--- config.mk ---
export PLATFORM = sky130hd
export DESIGN_NAME = seg7_pair_decoder
export DESIGN_NICKNAME = d
export VERILOG_FILES = /design/src/rtl/seg7_pair_decoder.sv
export SDC_FILE = /design/constraint.sdc
export NUM_CORES = 1
export LEC_CHECK = 0
export CAP_MARGIN = 10
export CORE_MARGIN = 1.5
export CORE_UTILIZATION = 62
export CTS_CLUSTER_SIZE = 16
export DETAILED_ROUTE_END_ITERATION = 10
export DONT_BUFFER_PORTS = 1
export GPL_ROUTABILITY_DRIVEN = 0
export PLACE_DENSITY_LB_ADDON = 0.15
export REMOVE_ABC_BUFFERS = 1
export SLEW_MARGIN = 20
export SYNTH_ARGS = -nofsm -noshare
export SYNTH_HDL_FRONTEND = slang
export SYNTH_SLANG_ARGS = --single-unit
export TNS_END_PERCENT = 10
--- constraint.sdc ---
create_clock -name CLOCK_50 -period 2.6 [get_ports CLOCK_50]
set_clock_uncertainty 0.2 [all_clocks]
set_input_delay 0.65 -clock CLOCK_50 [delete_from_list [all_inputs] [get_ports CLOCK_50]]
set_output_delay 0.65 -clock CLOCK_50 [all_outputs]
set_load 0.01 [all_outputs]
--- src/rtl/seg7_pair_decoder.sv ---
`timescale 1ns/1ps
// seg7_pair_decoder: debounces a two-digit active-low seven-segment bus and decodes it back to 0..15.
// Latency: STABLE_CYCLES+3 edges from the first sample of a held pattern to out_valid or err.
// Backpressure: out_value/out_valid held while out_ready=0; a newer decode overwrites and sets sticky overrun.
module seg7_pair_decoder #(
  // Consecutive equal samples required before a decode; legal range 1..255.
  parameter int STABLE_CYCLES = 4
) (
  input  logic        CLOCK_50,
  input  logic        RESET_N,
  input  logic [13:0] seg_in,
  input  logic        out_ready,
  output logic [3:0]  out_value,
  output logic        out_valid,
  output logic        err,
  output logic        overrun
);

  // Saturation point of the stability counter.
  localparam logic [7:0] STABLE_CNT = 8'(STABLE_CYCLES);

  // Both digits dark: the encoder's idle pattern, also the reset value of acc_pat.
  localparam logic [13:0] PAT_BLANK = 14'h3FFF;

  // Tens-digit codes the encoder can emit.
  localparam logic [6:0] TENS_BLANK = 7'h7F;
  localparam logic [6:0] TENS_ONE   = 7'h79;

  typedef enum logic {
    S_TRACK  = 1'b0,
    S_DECODE = 1'b1
  } state_t;

  typedef enum logic [1:0] {
    CLS_BLANK   = 2'd0,
    CLS_LEGAL   = 2'd1,
    CLS_ILLEGAL = 2'd2
  } cls_t;

  typedef struct packed {
    logic       legal;
    logic [3:0] val;
  } digit_t;

  // Reverse lookup of one active-low units digit (bit 0 = a .. bit 6 = g).
  function automatic digit_t units_lut(input logic [6:0] code);
    digit_t d;
    d.legal = 1'b1;
    d.val   = 4'd0;
    case (code)
      7'h40:   d.val = 4'd0;
      7'h79:   d.val = 4'd1;
      7'h24:   d.val = 4'd2;
      7'h30:   d.val = 4'd3;
      7'h19:   d.val = 4'd4;
      7'h12:   d.val = 4'd5;
      7'h02:   d.val = 4'd6;
      7'h78:   d.val = 4'd7;
      7'h00:   d.val = 4'd8;
      7'h10:   d.val = 4'd9;
      default: d.legal = 1'b0;
    endcase
    return d;
  endfunction

  // Synchronizer, stability counter and pattern bookkeeping.
  logic [13:0] s1_q, s1_d;
  logic [13:0] s2_q, s2_d;
  logic [7:0]  cnt_q, cnt_d;
  logic [13:0] acc_pat_q, acc_pat_d;
  logic [13:0] cand_q, cand_d;
  state_t      state_q, state_d;

  // Output registers.
  logic [3:0]  out_value_q, out_value_d;
  logic        out_valid_q, out_valid_d;
  logic        err_q, err_d;
  logic        overrun_q, overrun_d;

  // Classification of the candidate pattern.
  cls_t        cls;
  logic [3:0]  dec_val;
  digit_t      units_dig;
  logic [6:0]  tens_code;
  logic        xfer;

  // Two-flop synchronizer: seg_in is asynchronous to CLOCK_50.
  always_comb begin
    s1_d = seg_in;
    s2_d = s1_q;
  end

  // Stability counter: restarts on any sample change, saturates at the window length.
  always_comb begin
    cnt_d = cnt_q;
    if (s1_q != s2_q) begin
      cnt_d = 8'd0;
    end else if (cnt_q != STABLE_CNT) begin
      cnt_d = cnt_q + 8'd1;
    end
  end

  // Classify the captured candidate: blank, legal 0..15, or illegal.
  always_comb begin
    tens_code = cand_q[13:7];
    units_dig = units_lut(cand_q[6:0]);
    cls       = CLS_ILLEGAL;
    dec_val   = 4'd0;
    if (cand_q == PAT_BLANK) begin
      cls = CLS_BLANK;
    end else if (tens_code == TENS_BLANK && units_dig.legal) begin
      cls     = CLS_LEGAL;
      dec_val = units_dig.val;
    end else if (tens_code == TENS_ONE && units_dig.legal && units_dig.val <= 4'd5) begin
      cls     = CLS_LEGAL;
      dec_val = units_dig.val + 4'd10;
    end
  end

  // FSM next state plus acceptance and output-register updates.
  // The candidate is captured from s2 on the edge that enters S_DECODE, i.e. the
  // very sample that completed the stability window; s2 may already hold a newer
  // sample during S_DECODE, and that sample must not leak into this decode.
  always_comb begin
    state_d     = state_q;
    acc_pat_d   = acc_pat_q;
    cand_d      = cand_q;
    xfer        = out_valid_q & out_ready;
    out_value_d = out_value_q;
    out_valid_d = out_valid_q & ~xfer;
    err_d       = 1'b0;
    overrun_d   = overrun_q;

    case (state_q)
      S_TRACK: begin
        if (cnt_q == STABLE_CNT && s2_q != acc_pat_q) begin
          cand_d  = s2_q;
          state_d = S_DECODE;
        end
      end
      S_DECODE: begin
        acc_pat_d = cand_q;
        state_d   = S_TRACK;
        case (cls)
          CLS_LEGAL: begin
            out_value_d = dec_val;
            out_valid_d = 1'b1;
            // Overwriting a value the consumer has not taken on this edge.
            if (out_valid_q && !out_ready) begin
              overrun_d = 1'b1;
            end
          end
          CLS_ILLEGAL: begin
            err_d = 1'b1;
          end
          default: begin
          end
        endcase
      end
      default: begin
        state_d = S_TRACK;
      end
    endcase
  end

  // State registers with asynchronous active-low reset.
  always_ff @(posedge CLOCK_50 or negedge RESET_N) begin
    if (!RESET_N) begin
      s1_q        <= PAT_BLANK;
      s2_q        <= PAT_BLANK;
      cnt_q       <= 8'd0;
      acc_pat_q   <= PAT_BLANK;
      cand_q      <= PAT_BLANK;
      state_q     <= S_TRACK;
      out_value_q <= 4'd0;
      out_valid_q <= 1'b0;
      err_q       <= 1'b0;
      overrun_q   <= 1'b0;
    end else begin
      s1_q        <= s1_d;
      s2_q        <= s2_d;
      cnt_q       <= cnt_d;
      acc_pat_q   <= acc_pat_d;
      cand_q      <= cand_d;
      state_q     <= state_d;
      out_value_q <= out_value_d;
      out_valid_q <= out_valid_d;
      err_q       <= err_d;
      overrun_q   <= overrun_d;
    end
  end

  assign out_value = out_value_q;
  assign out_valid = out_valid_q;
  assign err       = err_q;
  assign overrun   = overrun_q;

endmodule

Run 1, port wiring:
Scale: 4 px per um.
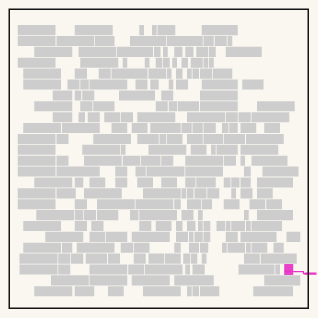
out_ready: in magenta, bits 1, direction input, end cells 1, buffers 0, wire 6.10 um.
number of top-level pins: 24
Port-buffer cells: 0

Run 1, sequential cells grouped by signal name:
Scale: 4 px per um.
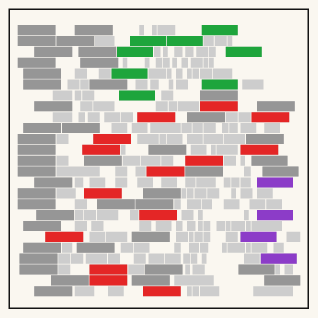
out_value: in purple, sequential cells 4, where lower right. acc_pat_q: in red, sequential cells 14. cnt_q: in green, sequential cells 8, where top centre.
Another 46 sequential cells are not coloured.

Run 1, gate families picked out:
Scale: 6 px per um.
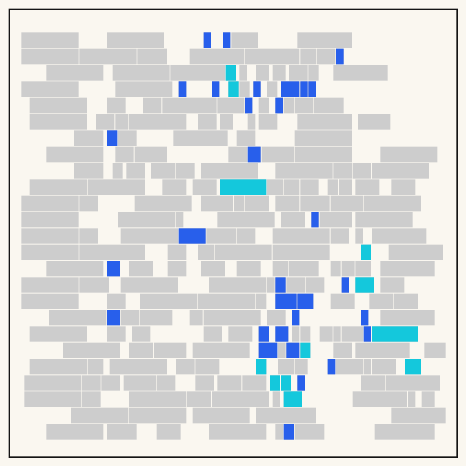
inverting AOI/OAI gates: in cyan, cells 12. NOR gates: in blue, cells 31.
most frequent logic cell in the layout: dfstp_2
Final Non-Filler Cells: 312
combinational share of cell area: 0.3538

Run 1, clock routing:
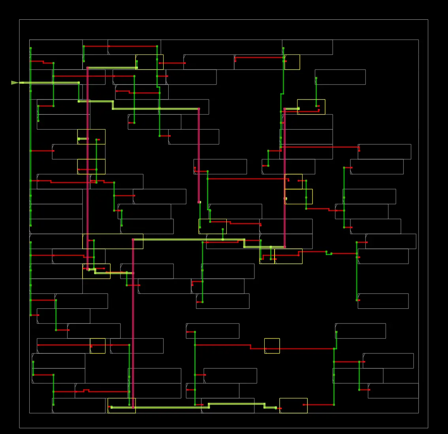
CLK BUF: 10
seq_cells: 72
clk_lat worst skew: 0.35 ns
number of CTS-inserted buffers: 9

==> results_dict.tcl, run 1 <==
# place-and-route summary
set metrics [dict create \
    timing.rr.end "out_value[2]" \
    tns_ns 0 \
    fin_util 0.7187 \
    crit_chain "nand4bb_4, nor3_2, or3_1, ha_1, a22o_1, mux2_2" \
    fillerInstances 345 \
    crit_cells 6 \
    rows 25 \
    post_cts_resized 0 \
    top_cell "dfstp_2" \
    clk_pin_slew_ns 0.08 \
    finalCritPeriodShare 0.8902 \
    vias 1779 \
    die_x_um 74.40 \
    fmax_ghz 0.4320 \
    grt_use_met3 0.07453 \
    status "finished clean" \
    ys_ff 72 \
    cts_root_buf "clkbuf_8" \
    drv_slew 0 \
    synth_top_area_share 0.4656 \
    initial_core_util 0.6561 \
    worstPathArrival_ns 2.35 \
    drt_iter0_drc 159 \
    hold_viol_final 0 \
    whs_path_depth 0 \
    required_ns 2.64 \
    rr_worst_depth 6 \
    syn2layout_area_growth_pct 9.541 \
    path_delay_family "flip-flops" \
    dp_hpwl_um 3644 \
    rsz0062_at_grt "no" \
    design_area_mm2 0.003462 \
    postSynthAreaPerCell_um2 13.74 \
    top_area_cell "dfstp_2" \
    peakVddDrop_mv 0.4742 \
    routed_wl_um 5292 \
    clockPowerShare 0.415 \
    edf_count 0 \
    worstMarginPinSlew_ns 0.4637 \
    grt_overflow 0 \
    drive_above_1_share 0.4735 \
    cts_tree "built" \
    setup_viol 0 \
    crit_path_max_fanout 10 \
    synth_top_flop_cell "dfstp_2" \
    fin_crit_ns 2.315 \
    r2r-start "cand_q[1]" \
    yosys_warnings 0 \
    core_mm2 0.004817 \
    first_global_vias 1781 \
    cp-startpoint "cand_q[1]" \
    crit_end "out_value[2]" \
    ys_cells 230 \
    antenna_found_initial 0 \
    warning_count 26 \
    dieHeight_um 74.40 \
    internal-power_mw 1.657 \
    power.leakage_nw 1.416 \
    grt_busiest_layer "met2" \
    dr.pass1.iters 4 \
    clockBufferDepth 2 \
    syn_area_mm2 0.003161 \
    cts_setup_buffers 0 \
    synthCells 230 \
    synth_cell_types 42 \
    critical-path-max-stage-delay_ns 0.63 \
    grt_pass1_wl_um 8707 \
    ys_seq_share 0.5922 \
    wl_met3_um 221 \
    maxCapViolCount 0 \
    route.detailed.drc 0 \
    wl_met1_um 2387 \
    wl_per_cell_um 16.96 \
    ys_chip_area_mm2 0.003161 \
    grt_start_max_net_pins 73 \
    via_per_inst 5.702 \
    highest_layer "met4" \
    place_area_mm2 0.003218 \
    cts_sinks 72 \
    drtAntennaViolNets 0 \
    p_sw_frac 0.2214 \
]
## run 1: power by group through the flow
stage / combinational (mW) / clock, mW / sequential [mW]
2_1_floorplan: 0.0272 / 0 / 1.20
3_3_place_gp: 0.0317 / 0 / 1.20
3_5_place_dp: 0.0320 / 0 / 1.20
4_1_cts: 0.0596 / 0.909 / 1.19
5_1_grt: 0.0649 / 0.957 / 1.19
6_report: 0.0574 / 0.883 / 1.19
## run 1: stage by stage
stage          total power [mW]  cells  hold slack, ns  setup WS, ns
3_3_place_gp              1.235    294          0.1558        0.3667
6_report                  2.128    312         0.09149        0.2854
5_1_grt                   2.212    312         0.06317        0.1820
3_5_place_dp              1.237    294          0.1558        0.3062
2_1_floorplan             1.224    224          0.1544        0.3031
4_1_cts                   2.156    312         0.07267        0.2956
## run 1: kinds of logic after synthesis
logic type	count (synthesis)	synth area share
AOI/OAI and AO/OA	14	0.03761
xor gates and xnor gates	35	0.09699
adders and majority gates	3	0.01188
buffers and inverters	10	0.02019
DFF	72	0.5922
muxes	33	0.1279
and+or+nand+nor	63	0.1132
## run 1: state kept, by name, summed over array words and instances (netlist names)
name and flops:
err 1, state_q 1, overrun 1, cnt_q 8
s2_q 14, s1_q 14, out_valid 1, cand_q 14
acc_pat_q 14, out_value 4
## run 1: layout make-up
type	count	area [um^2]	area share
tap	67	83.83	0.02421
clock inverter	6	68.82	0.01988
timing repair buffer	5	60.06	0.01735
sequential	72	1872	0.5407
inverter	4	15.01	0.004337
multi-input combinational	148	1225	0.3538
clock buffer	10	137.6	0.03975
## run 1: worst reg2reg max path: cells and delay by family (launching register included)
kind,cells,cell delay (ns)
AOI/OAI and AO/OA,1,0.20
adders and majority gates,1,0.30
muxes,1,0.25
and+or+nand+nor,3,0.63
DFF,1,0.63
Run 1, cell area per tile:
Scale: 4 px per um. 7 x 7 tiles, from dark purple (low) to yellow (high), 0 to 100% covered.
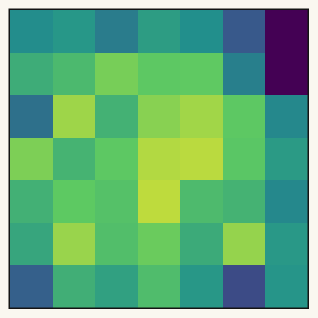

==> run 2: changes to the inputs <==
Settings changed: PLACE_DENSITY set to 0.78, PLACE_DENSITY_LB_ADDON 0.15 to not set.
Run 2, cell area per tile:
Scale: 4 px per um. 7 x 7 tiles, from dark purple (low) to yellow (high), 0 to 100% covered.
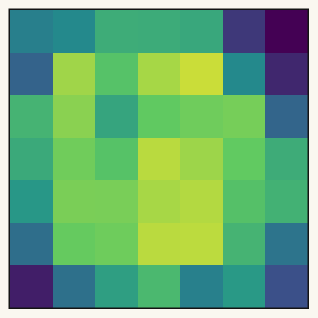
The fullest tile reaches 92%. The densest ninth of the die: centre. 2.0% of the tiles are nearly empty. The mean over all tiles is 61%.

Run 2, port wiring:
Scale: 4 px per um.
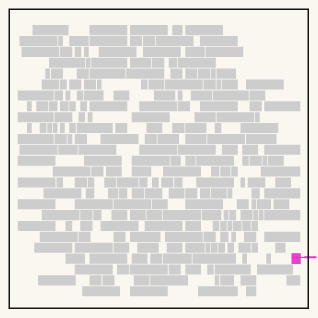

==> results_dict.tcl, run 2 <==
# place-and-route summary
set metrics [dict create \
    rsz0062_at_grt "no" \
    clockBufferDepth 2 \
    drtAntennaViolNets 0 \
    numPortBuffers 0 \
    highest_layer "met4" \
    postSynthAreaPerCell_um2 13.74 \
    rows 25 \
    ys_ff 72 \
    drive_above_1_share 0.4715 \
    edf_count 0 \
    dieHeight_um 74.40 \
    fin_cells 313 \
    ys_seq_share 0.5922 \
    core_mm2 0.004817 \
    dp_hpwl_um 3637 \
    grt_pass1_wl_um 8983 \
    routed_wl_um 5357 \
    syn_area_mm2 0.003161 \
    drv_slew 0 \
    clk_latency_ns 0.35 \
    grt_busiest_layer "met2" \
    worstPathArrival_ns 2.38 \
    first_global_vias 1831 \
    wl_per_cell_um 17.12 \
    path_delay_family "simple AND/OR/NAND/NOR gates" \
    ys_cells 230 \
    vias 1757 \
    setup_viol 0 \
    top_area_cell "dfstp_2" \
    fin_crit_ns 2.345 \
    yosys.area_share.aoi 0.03761 \
    synth_cell_types 42 \
    critical-path-max-stage-delay_ns 0.62 \
    via_per_inst 5.613 \
    crit_path_max_fanout 10 \
    powerClk_mw 0.838 \
    powerSeq_mw 1.19 \
    hold_viol_final 0 \
    dr.pass1.iters 4 \
    route.detailed.drc 0 \
    status "finished clean" \
    drt_iter0_drc 90 \
    topCombFamilyByArea "multiplexers" \
    worstMarginPinSlew_ns 0.5316 \
    internal-power_mw 1.627 \
    peakVddDrop_mv 0.5021 \
    mostFrequentLayoutCell "dfstp_2" \
    pin_count 24 \
    maxCapViolCount 0 \
    clk_pin_slew_ns 0.07 \
    wl_met1_um 2428 \
    ys_chip_area_mm2 0.003161 \
    fmax_ghz 0.4264 \
    grt_overflow 0 \
    design_area_mm2 0.003463 \
    initial_core_util 0.6561 \
    synthXorXnorAreaFrac 0.09699 \
    warning_count 26 \
    pre_cts_ws_ns 0.1129 \
    yosys_warnings 0 \
    logic_area_mm2 0.001225 \
    tns_ns 0 \
    grt_start_max_net_pins 73 \
    synth_adder_area_share 0.01188 \
    syn2layout_area_growth_pct 9.580 \
    fin_util 0.7190 \
    clockPowerShare 0.402 \
    mux_share 0.1279 \
    crit_chain "nand4bb_4, nor3_2, or3_1, ha_1, a22o_1, mux2_2" \
    grt_use_met3 0.06233 \
    dp.cells 294 \
    cts_tree "built" \
    ys_sh_simple 0.1132 \
    cts_buffers 9 \
    fillerInstances 334 \
    place_area_mm2 0.003218 \
    synth_top_flop_cell "dfstp_2" \
]
[run 2: cell types whose count changed in the layout (fill, tap and decap cells not counted)]
cell,delta
clkinv_2,+3
clkinvlp_4,-2
clkinv_4,-1
clkbuf_8,-1
buf_12,+1
clkbuf_1,+1
[run 2: metrics by stage]
stage / hold WS, ns / total power [mW]
floorplan: 0.1544 / 1.224
global placement: 0.1557 / 1.239
detailed placement: 0.1559 / 1.240
CTS: 0.08618 / 2.110
global route: 0.08036 / 2.162
finish: 0.09812 / 2.086
[run 2: worst register-to-register path, delay by kind of cell (launching register included)]
family,cells,cell delay [ns]
simple gates,3,0.64
flops,1,0.62
fa+ha+maj,1,0.31
mux,1,0.25
compound gates,1,0.21
[run 2: cell families (layout without fill, tap and decap cells)]
family / count (synthesis) / after routing
AOI/OAI and AO/OA: 14 / 14
xor gates and xnor gates: 35 / 35
adders and majority gates: 3 / 3
buffers and inverters: 10 / 26
DFF: 72 / 72
muxes: 33 / 33
and+or+nand+nor: 63 / 63
[run 2: cell type report]
type	instances	share of cell area
clock inverter	6	0.01734
inverter	4	0.004335
timing repair buffer	6	0.02312
multi-input combinational	148	0.3537
clock buffer	10	0.03685
tap	67	0.02421
sequential	72	0.5405
[run 2: path summary, 6_finish.rpt]
path                                 start            to  depth (start not counted)
worst max-delay path             cand_q[1]  out_value[2]                          6
worst min-delay path            seg_in[12]      s1_q[12]                          0
worst max register to register   cand_q[1]  out_value[2]                          6
worst min register to register     s1_q[8]       s2_q[8]                          0
max in group asynchronous          RESET_N       s2_q[3]                          2
min in group asynchronous          RESET_N           err                          2
[run 2: repair_timing]
action / 4_1_cts / 5_1_grt
hold buffers: 2 / 0
buffers inserted: 0 / 1
gates resized: 0 / 0
setup endpoints to repair: 0 / 4
hold endpoints to repair: 72 / 0
Run 2, sequential cells grouped by signal name:
Scale: 4 px per um.
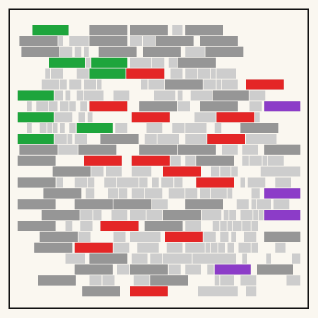

==> run 3: changes to the inputs <==
--- a/config.mk
+++ b/config.mk
@@ -9,3 +9,3 @@
 export CORE_MARGIN = 1.5
-export CORE_UTILIZATION = 62
+export CORE_UTILIZATION = 40
 export CTS_CLUSTER_SIZE = 16
@@ -14,3 +14,2 @@
 export GPL_ROUTABILITY_DRIVEN = 0
-export PLACE_DENSITY = 0.78
 export REMOVE_ABC_BUFFERS = 1
==> constraint.sdc (replaced) <==
create_clock -name CLOCK_50 -period 2.6 [get_ports CLOCK_50]
set_clock_uncertainty 0.2 [all_clocks]
set_input_delay 0.52 -clock CLOCK_50 [delete_from_list [all_inputs] [get_ports CLOCK_50]]
set_output_delay 0.52 -clock CLOCK_50 [all_outputs]
set_load 0.01 [all_outputs]
Run 3, sequential cells grouped by signal name:
Scale: 4 px per um.
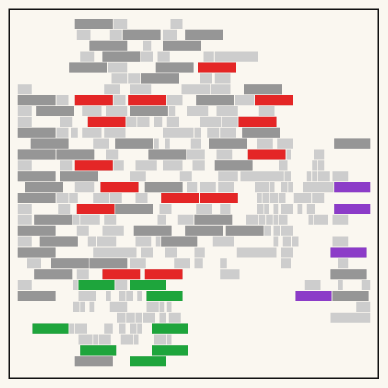
sequential cell area share: 0.5010
register area: 0.001872 mm^2
Final Core Density: 0.4860
Power Sequential: 1.18 mW

==> results_dict.tcl, run 3 <==
# place-and-route summary
set metrics [dict create \
    grt_pass1_wl_um 9066 \
    fillerInstances 681 \
    synthCells 230 \
    setup_viol 0 \
    drv_slew 0 \
    total_power_mw 2.370 \
    design_area_mm2 0.003736 \
    drtAntennaViolNets 0 \
    first_global_vias 1820 \
    rsz0062_at_grt "no" \
    synth_top_flop_cell "dfstp_2" \
    cts_sinks 72 \
    dieArea_mm2 0.008444 \
    vias 1802 \
    rows 32 \
    cts_buffers 9 \
    mostFrequentLayoutCell "dfstp_2" \
    drive_above_1_share 0.4563 \
    dp.cells 331 \
    yosys_warnings 0 \
    power.leakage_nw 1.535 \
    finalCritPeriodShare 0.8904 \
    crit_chain "nand4bb_4, nor3_2, or3_1, ha_1, a22o_1, mux2_2" \
    grt_start_max_net_pins 73 \
    core_mm2 0.007687 \
    top_cell "dfstp_2" \
    dr.pass1.iters 5 \
    synth_top_area_share 0.4656 \
    critical-path-max-stage-delay_ns 0.63 \
    ys_sh_simple 0.1132 \
    synth_adder_area_share 0.01188 \
    cts_tree "built" \
    synth_cell_types 42 \
    via_per_inst 4.937 \
    routed_wl_um 5291 \
    setup_ws_ns 0.2848 \
    die_x_um 91.89 \
    postSynthAreaPerCell_um2 13.74 \
    numPortBuffers 0 \
    ys_chip_area_mm2 0.003161 \
    dieHeight_um 91.89 \
    hold_slack_ns 0.1730 \
    cp_slowest_cell "dfstp_2" \
    dp_hpwl_um 3461 \
    fmax_ghz 0.4319 \
    pin_count 24 \
    cts_root_buf "clkbuf_8" \
    yosys.area_share.aoi 0.03761 \
    ys_cells 230 \
    tns_ns 0 \
    mux_share 0.1279 \
    hold_viol_final 0 \
    drt_iter0_drc 94 \
    initial_core_util 0.4111 \
    crit_path_max_fanout 10 \
    syn2layout_area_growth_pct 18.21 \
    worstPathArrival_ns 2.34 \
    clk_latency_ns 0.34 \
    wl_per_cell_um 14.50 \
    clk_pin_slew_ns 0.08 \
    clockBufferDepth 2 \
    place_area_mm2 0.003277 \
    ys_seq_share 0.5922 \
    grt_overflow 0 \
    worstMarginPinSlew_ns 0.4170 \
    top_area_cell "dfstp_2" \
    syn_area_mm2 0.003161 \
    antenna_found_initial 0 \
    route.detailed.drc 0 \
    warning_count 26 \
    fin_crit_ns 2.315 \
    peakVddDrop_mv 0.4114 \
    pre_cts_ws_ns 0.09099 \
    maxCapViolCount 0 \
    status "finished clean" \
    path_delay_family "flip-flops" \
    required_ns 2.63 \
    synthXorXnorAreaFrac 0.09699 \
    post_cts_resized 0 \
    topCombFamilyByArea "multiplexers" \
    edf_count 0 \
    ys_ff 72 \
]
Run 3, gate families picked out:
Scale: 4 px per um.
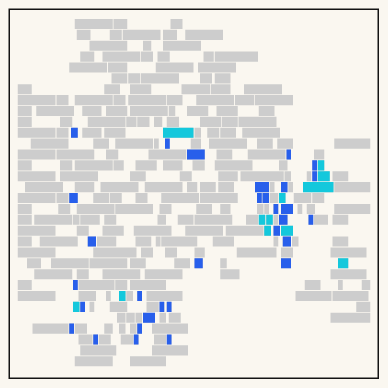
inverting AOI/OAI gates: in cyan, cells 12. NOR gates: in blue, cells 31.
combinational share of cell area: 0.3279
Final Non-Filler Cells: 365

[run 3: kinds of logic (layout without fill, tap and decap cells)]
family,after synthesis,after routing
AND/OR/NAND/NOR,63,63
multiplexers,33,33
flip-flops,72,72
buffers and inverters,10,43
AND-OR/OR-AND,14,14
adder cells (fa/ha/maj),3,3
XOR/XNOR,35,35
[run 3: area by class of cell]
class | instances | area (um^2) | area share
clock inverter | 5 | 102.6 | 0.02746
clock buffer | 11 | 151.4 | 0.04052
inverter | 4 | 15.01 | 0.004019
timing repair buffer | 23 | 242.7 | 0.06497
sequential | 72 | 1872 | 0.5010
multi-input combinational | 148 | 1225 | 0.3279
tap | 102 | 127.6 | 0.03416
[run 3: final timing paths]
check / start / end / slack (ns) / cells after the start
setup / recovery: cand_q[1] / out_value[2] / 0.28 / 6
hold / removal: s1_q[8] / s2_q[8] / 0.17 / 0
setup reg to reg: cand_q[1] / out_value[2] / 0.28 / 6
hold reg to reg: s1_q[8] / s2_q[8] / 0.17 / 0
max in group asynchronous: RESET_N / s1_q[3] / 1.36 / 2
min in group asynchronous: RESET_N / overrun / 0.51 / 2
[run 3: timing repair]
item                                    4_1_cts  5_1_grt
hold buffers                                 16        0
setup buffers                                 0        2
hold endpoints to repair                     86        0
endpoints found under the setup margin        0        5
[run 3: where the power goes]
group          internal (mW)  switching (mW)  total (mW)
sequential              1.16          0.0204        1.18
combinational         0.0420          0.0400      0.0821
clock                  0.688           0.417        1.11
[run 3: routing by layer]
layer,vias up,global-route usage,routed length [um]
li1,857,-,-
met1,896,0.1957,2633
met2,38,0.2068,2377
met3,11,0.03151,167
met4,0,0.07436,113
met5,-,0,0
Power figures rest on the tool's default switching activity, not on a simulated workload.
